==> images/ff_map.png <==
(6 px per um)
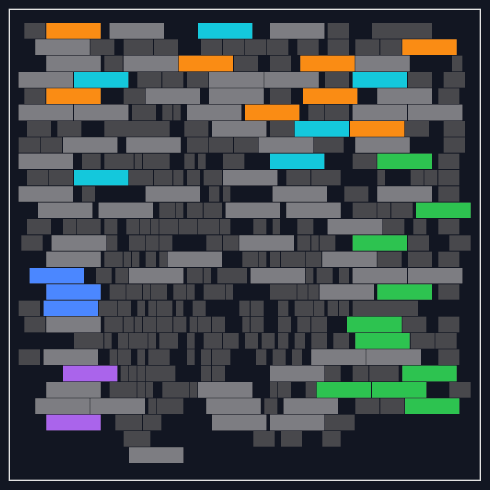
==> images/m2.png <==
(4 px per um) Cells faint in the background.
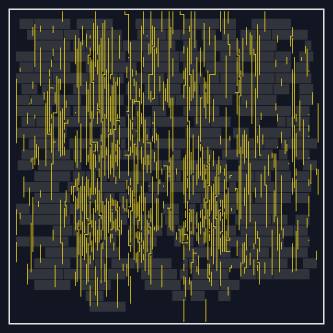
==> images/gates.png <==
(6 px per um)
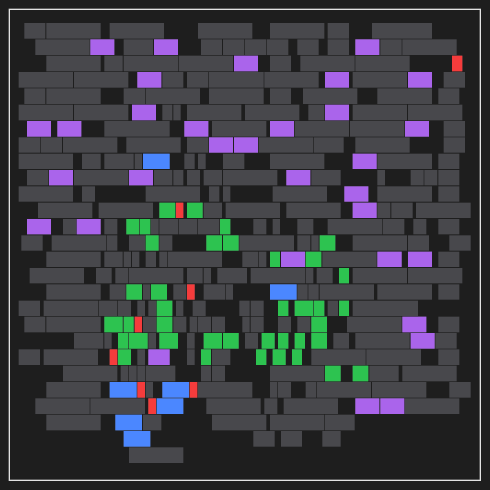
==> images/closeup.png <==
Region (19, 35) to (59, 75) um. Cells in gray, sequential cells in the stronger gray; small squares are vias.
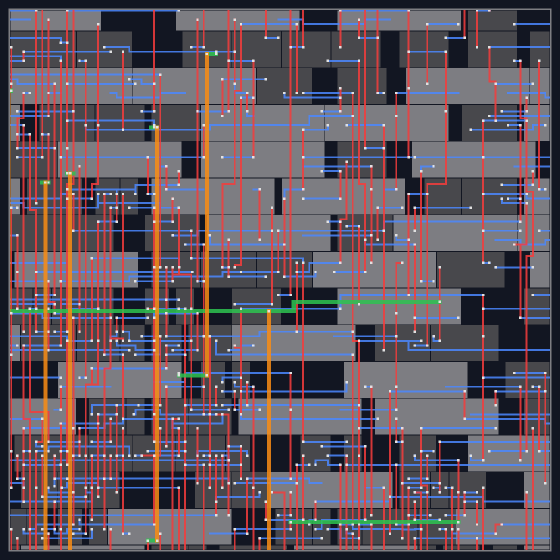
==> images/congestion_map.png <==
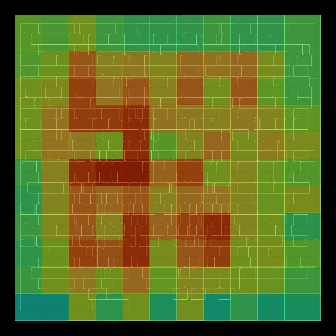
`src/rtl/camera_pixel_capture.sv`:
```
// OV7670 RGB565 byte-pair capture into RGB332 frame-buffer writes with X/Y clipping.
// Define TEST_PATTERN_EN to replace camera pixels with three colour bars of BAR_HEIGHT lines.
module camera_pixel_capture #(
  parameter int SCREEN_WIDTH  = 176,
  parameter int SCREEN_HEIGHT = 144
`ifdef TEST_PATTERN_EN
  , parameter int BAR_HEIGHT  = 48
`endif
) (
  input  logic       CLK,
  input  logic       RESET,
  input  logic       CAM_PCLK,
  input  logic       CAM_HREF,
  input  logic       CAM_VSYNC,
  input  logic [7:0] CAM_DATA,
  output logic [7:0] PIXEL_OUT,
  output logic       W_EN,
  output logic [9:0] X_ADDR,
  output logic [9:0] Y_ADDR,
  output logic       FRAME_DONE,
  output logic       LINE_OVF
);

  localparam logic [9:0] W_LIM = 10'(SCREEN_WIDTH);
  localparam logic [9:0] H_LIM = 10'(SCREEN_HEIGHT);

  typedef enum logic [1:0] {
    WAIT_FRAME = 2'd0,
    WAIT_HREF  = 2'd1,
    CAPTURE    = 2'd2
  } state_t;

  state_t state, state_nxt;

  // [0] and [1] form the synchroniser, [2] is the history flop for edge detection.
  logic [2:0] pclk_sr, href_sr, vsync_sr;
  logic [7:0] data_s1, data_s2;

  always_ff @(posedge CLK or posedge RESET) begin
    if (RESET) begin
      pclk_sr  <= '0;
      href_sr  <= '0;
      vsync_sr <= '0;
      data_s1  <= '0;
      data_s2  <= '0;
    end else begin
      pclk_sr  <= {pclk_sr[1:0], CAM_PCLK};
      href_sr  <= {href_sr[1:0], CAM_HREF};
      vsync_sr <= {vsync_sr[1:0], CAM_VSYNC};
      data_s1  <= CAM_DATA;
      data_s2  <= data_s1;
    end
  end

  logic href_lvl, pclk_rise, href_fall, vsync_rise, vsync_fall;
  assign href_lvl   = href_sr[1];
  assign pclk_rise  = pclk_sr[1] & ~pclk_sr[2];
  assign href_fall  = href_sr[2] & ~href_sr[1];
  assign vsync_rise = vsync_sr[1] & ~vsync_sr[2];
  assign vsync_fall = vsync_sr[2] & ~vsync_sr[1];

  logic [9:0] x_cnt, y_cnt, x_cnt_nxt, y_cnt_nxt;
  logic       phase, phase_nxt;
  logic [5:0] hi_bits, hi_bits_nxt;
  logic       line_seen, line_seen_nxt;
  logic [7:0] pixel_nxt, pix_new;
  logic       w_en_nxt, frame_done_nxt, line_ovf_nxt;
  logic [9:0] x_addr_nxt, y_addr_nxt;

`ifdef TEST_PATTERN_EN
  always_comb begin
    if (y_cnt < 10'(BAR_HEIGHT))          pix_new = 8'hE0;
    else if (y_cnt < 10'(2 * BAR_HEIGHT)) pix_new = 8'h1C;
    else                                  pix_new = 8'h03;
  end
`else
  assign pix_new = {hi_bits, data_s2[4:3]};
`endif

  always_ff @(posedge CLK or posedge RESET) begin
    if (RESET) state <= WAIT_FRAME;
    else       state <= state_nxt;
  end

  always_comb begin
    state_nxt = state;
    if (vsync_rise) begin
      state_nxt = WAIT_FRAME;
    end else begin
      case (state)
        WAIT_FRAME: if (vsync_fall)            state_nxt = WAIT_HREF;
        WAIT_HREF:  if (pclk_rise && href_lvl) state_nxt = CAPTURE;
        CAPTURE:    if (href_fall)             state_nxt = WAIT_HREF;
        default:                               state_nxt = WAIT_FRAME;
      endcase
    end
  end

  // Event priority: VSYNC rise, then HREF fall, then PCLK rise.
  always_comb begin
    x_cnt_nxt      = x_cnt;
    y_cnt_nxt      = y_cnt;
    phase_nxt      = phase;
    hi_bits_nxt    = hi_bits;
    line_seen_nxt  = line_seen;
    pixel_nxt      = PIXEL_OUT;
    x_addr_nxt     = X_ADDR;
    y_addr_nxt     = Y_ADDR;
    w_en_nxt       = 1'b0;
    frame_done_nxt = 1'b0;
    line_ovf_nxt   = LINE_OVF;
    if (vsync_rise) begin
      frame_done_nxt = line_seen;
      line_seen_nxt  = 1'b0;
      phase_nxt      = 1'b0;
    end else begin
      case (state)
        WAIT_FRAME: begin
          if (vsync_fall) begin
            x_cnt_nxt     = '0;
            y_cnt_nxt     = '0;
            line_ovf_nxt  = 1'b0;
            line_seen_nxt = 1'b0;
            phase_nxt     = 1'b0;
          end
        end
        WAIT_HREF: begin
          if (pclk_rise && href_lvl) begin
            hi_bits_nxt = {data_s2[7:5], data_s2[2:0]};
            phase_nxt   = 1'b1;
          end
        end
        CAPTURE: begin
          if (href_fall) begin
            if (y_cnt < H_LIM) y_cnt_nxt = y_cnt + 10'd1;
            x_cnt_nxt     = '0;
            phase_nxt     = 1'b0;
            line_seen_nxt = 1'b1;
          end else if (pclk_rise && href_lvl) begin
            if (!phase) begin
              hi_bits_nxt = {data_s2[7:5], data_s2[2:0]};
              phase_nxt   = 1'b1;
            end else begin
              phase_nxt = 1'b0;
              if (x_cnt < W_LIM && y_cnt < H_LIM) begin
                w_en_nxt   = 1'b1;
                pixel_nxt  = pix_new;
                x_addr_nxt = x_cnt;
                y_addr_nxt = y_cnt;
              end else begin
                line_ovf_nxt = 1'b1;
              end
              if (x_cnt < W_LIM) x_cnt_nxt = x_cnt + 10'd1;
            end
          end
        end
        default: ;
      endcase
    end
  end

  always_ff @(posedge CLK or posedge RESET) begin
    if (RESET) begin
      x_cnt      <= '0;
      y_cnt      <= '0;
      phase      <= 1'b0;
      hi_bits    <= '0;
      line_seen  <= 1'b0;
      PIXEL_OUT  <= '0;
      W_EN       <= 1'b0;
      X_ADDR     <= '0;
      Y_ADDR     <= '0;
      FRAME_DONE <= 1'b0;
      LINE_OVF   <= 1'b0;
    end else begin
      x_cnt      <= x_cnt_nxt;
      y_cnt      <= y_cnt_nxt;
      phase      <= phase_nxt;
      hi_bits    <= hi_bits_nxt;
      line_seen  <= line_seen_nxt;
      PIXEL_OUT  <= pixel_nxt;
      W_EN       <= w_en_nxt;
      X_ADDR     <= x_addr_nxt;
      Y_ADDR     <= y_addr_nxt;
      FRAME_DONE <= frame_done_nxt;
      LINE_OVF   <= line_ovf_nxt;
    end
  end

endmodule
```
`config.mk`:
```
export PLATFORM = sky130hd
export DESIGN_NAME = camera_pixel_capture
export DESIGN_NICKNAME = d
export VERILOG_FILES = /design/src/rtl/camera_pixel_capture.sv
export SDC_FILE = /design/constraint.sdc
export NUM_CORES = 1
export LEC_CHECK = 0
export ABC_CLOCK_PERIOD_IN_PS = 5900
export CORE_UTILIZATION = 59
export DETAILED_ROUTE_END_ITERATION = 7
export GPL_TIMING_DRIVEN = 0
export HOLD_SLACK_MARGIN = 0.15
export PLACE_DENSITY = 0.92
export RECOVER_POWER = 100
export SLEW_MARGIN = 20
export SYNTH_ARGS = -nofsm -noshare
export SYNTH_HDL_FRONTEND = slang
export SYNTH_SLANG_ARGS = --single-unit
```
`constraint.sdc`:
```
create_clock -name CLK -period 5.9 [get_ports CLK]
set_clock_uncertainty 0.15 [all_clocks]
set_input_delay 1.18 -clock CLK [delete_from_list [all_inputs] [get_ports CLK]]
set_output_delay 1.18 -clock CLK [all_outputs]
set_load 0.02 [all_outputs]
```
==> reports/metrics.cfg <==
[yosys]
synth_top_area_share = 0.627
syn_inst = 262
ys.flop_type = dfrtp_1
ys_area_um2 = 3430
numSynthFlops = 86
yosysWarnings = 0
synthArstFlopShare = 1.00
top_area_cell = dfrtp_1
syn_area_per_cell_um2 = 13.1
syn_area_um2 = 3430
ys_seq_share = 0.627
most_common_cell = dfrtp_1
syn-num-nets = 282
edf_count = 0

[worst_setup_path]
worstPathArrival_ns = 4.11
cp-endpoint = Y_ADDR[6]
r2r_start = x_cnt[5]
r2r_slack_ns = 1.88
slowest_stage = nor4_1
cp.depth = 5
rr_worst_depth = 5
critical_path.startpoint = x_cnt[5]
max_stage_delay_ns = 1.67
cp_top_family = simple AND/OR/NAND/NOR gates

[layout]
drive_gt1_frac = 0.153
largest_cell_class = sequential cells
fin_nets = 337
final-comb-area_um2 = 1190
final-nonclk-buf-share = 0.116
fin_util = 0.752
layout_top_cell = dfrtp_1
comb_share = 0.286
n_fill_cell = 363
non_clock_inverter_count = 8
final_layout_top_logic_cells = dfrtp_1 (86), dlygate4sd3_1 (43), mux2_2 (25)
signal_buffers = 51
register_area_um2 = 2150
seq_share = 0.516
ff_count = 86

[cts]
cts_made_buffers = 9
clk_pin_slew_ns = 0.08
cts_tree = done
postCtsSetupRepairBufs = 0
hold_buffers = 0

[timing]
rsz0062_at_grt = no
worst_slack_ns = 1.88
slew_viol_final = 44
min_period_over_period = 0.682
whs_ns = 0.201
finalSetupViolCount = 0
worstMarginPinSlew_ns = 2.15
maxSlewHeadroom = -0.446
finalSetupTns_ns = 0
period_minus_slack_ns = 4.02

[job]
cap_violations = 2
tool_warnings = 29

[hold_path]
hp-class = reg -> reg
hold_path_end = vsync_sr[1]

[pwr]
p_sw_frac = 0.273
combPwrFrac = 0.144
top_power_group = registers
clock_power_uw = 452
power_frac_seq = 0.505
seq_power_uw = 649
p_total_uw = 1290
internal_power_uw = 935
leakage_uw = 0.00200

[outcome]
status = finished, violations left
violations = capacitance limit, slew limit

[floorplan]
die_h_um = 78.3
ios = 44
nWellTaps = 72
core.rowCount = 27
die_w_um = 78.3
coreArea_um2 = 5540

[placement]
pre_cts_ws_ns = 3.00
globalplace.congestion = 0.896
port_buffers = 43

[detailed_routing]
vias = 2308
first_pass_iters = 4
drc = 0
antenna_left = 0
routed_via_density = 5.87
routed_wl_um = 6640

[global_routing]
antenna_found_initial = 0
gr-total-overflow = 0
grt_pass1_wl_um = 11000
grt_max_degree = 55

Back to the opening pictures, ff_map.png:
data_s2: marked orange, flops 8. Y_ADDR: marked green, flops 10. hi_bits: marked cyan, flops 6. state: marked purple, flops 2. href_sr: marked blue, flops 3.
Another 57 sequential cells are not colored.

Back to the opening pictures, m2.png:
The wires run mostly vertical. 302 nets have wire on it. The layer carries 3280 um of wire.

Back to the opening pictures, gates.png:
aoi and oai cells: marked green, cells 39, most used o21ai_0. inv cells: marked red, cells 8, most used inv_1. mux cells: marked purple, cells 32, most used mux2_2. fa/ha/maj cells: marked blue, cells 7, most used ha_1.

Back to the opening pictures, closeup.png:
M4: marked orange. M3: marked green. M1: marked blue. M2: marked red.
Netlist names of flops here include x_cnt (6), data_s1 (5), X_ADDR (4). Sequential cells in the window: 28. Most frequent: dfrtp_1 (28), dlygate4sd3_1 (13), mux2_2 (10). 103 logic cells have their middle in the window.

Back to the opening pictures, congestion_map.png:
Total GRT Usage: 0.243
GR Util met1: 0.311

[logic make-up (layout without fill, tap and decap cells)]
kind of cell	after synthesis	after routing	synth area share
flops	86	86	0.627
simple gates	71	71	0.116
compound gates	50	50	0.103
mux	32	32	0.105
buf+inv	15	74	0.0211
fa+ha+maj	7	7	0.0255
xor+xnor	1	1	0.00255
[registers in the layout (all words and copies together), names as in the netlist, 2 cells and up]
register   cells
X_ADDR        10
Y_ADDR        10
x_cnt         10
y_cnt         10
PIXEL_OUT      8
data_s1        8
data_s2        8
hi_bits        6
href_sr        3
pclk_sr        3
vsync_sr       3
state          2
[metal layers]
layer	global-route usage	vias to the layer above	share of wire
met4	0.137	0	0.031
met3	0.0651	16	0.043
met2	0.378	60	0.49
li1	-	1074	-
met1	0.311	1158	0.43
met5	0	-	0
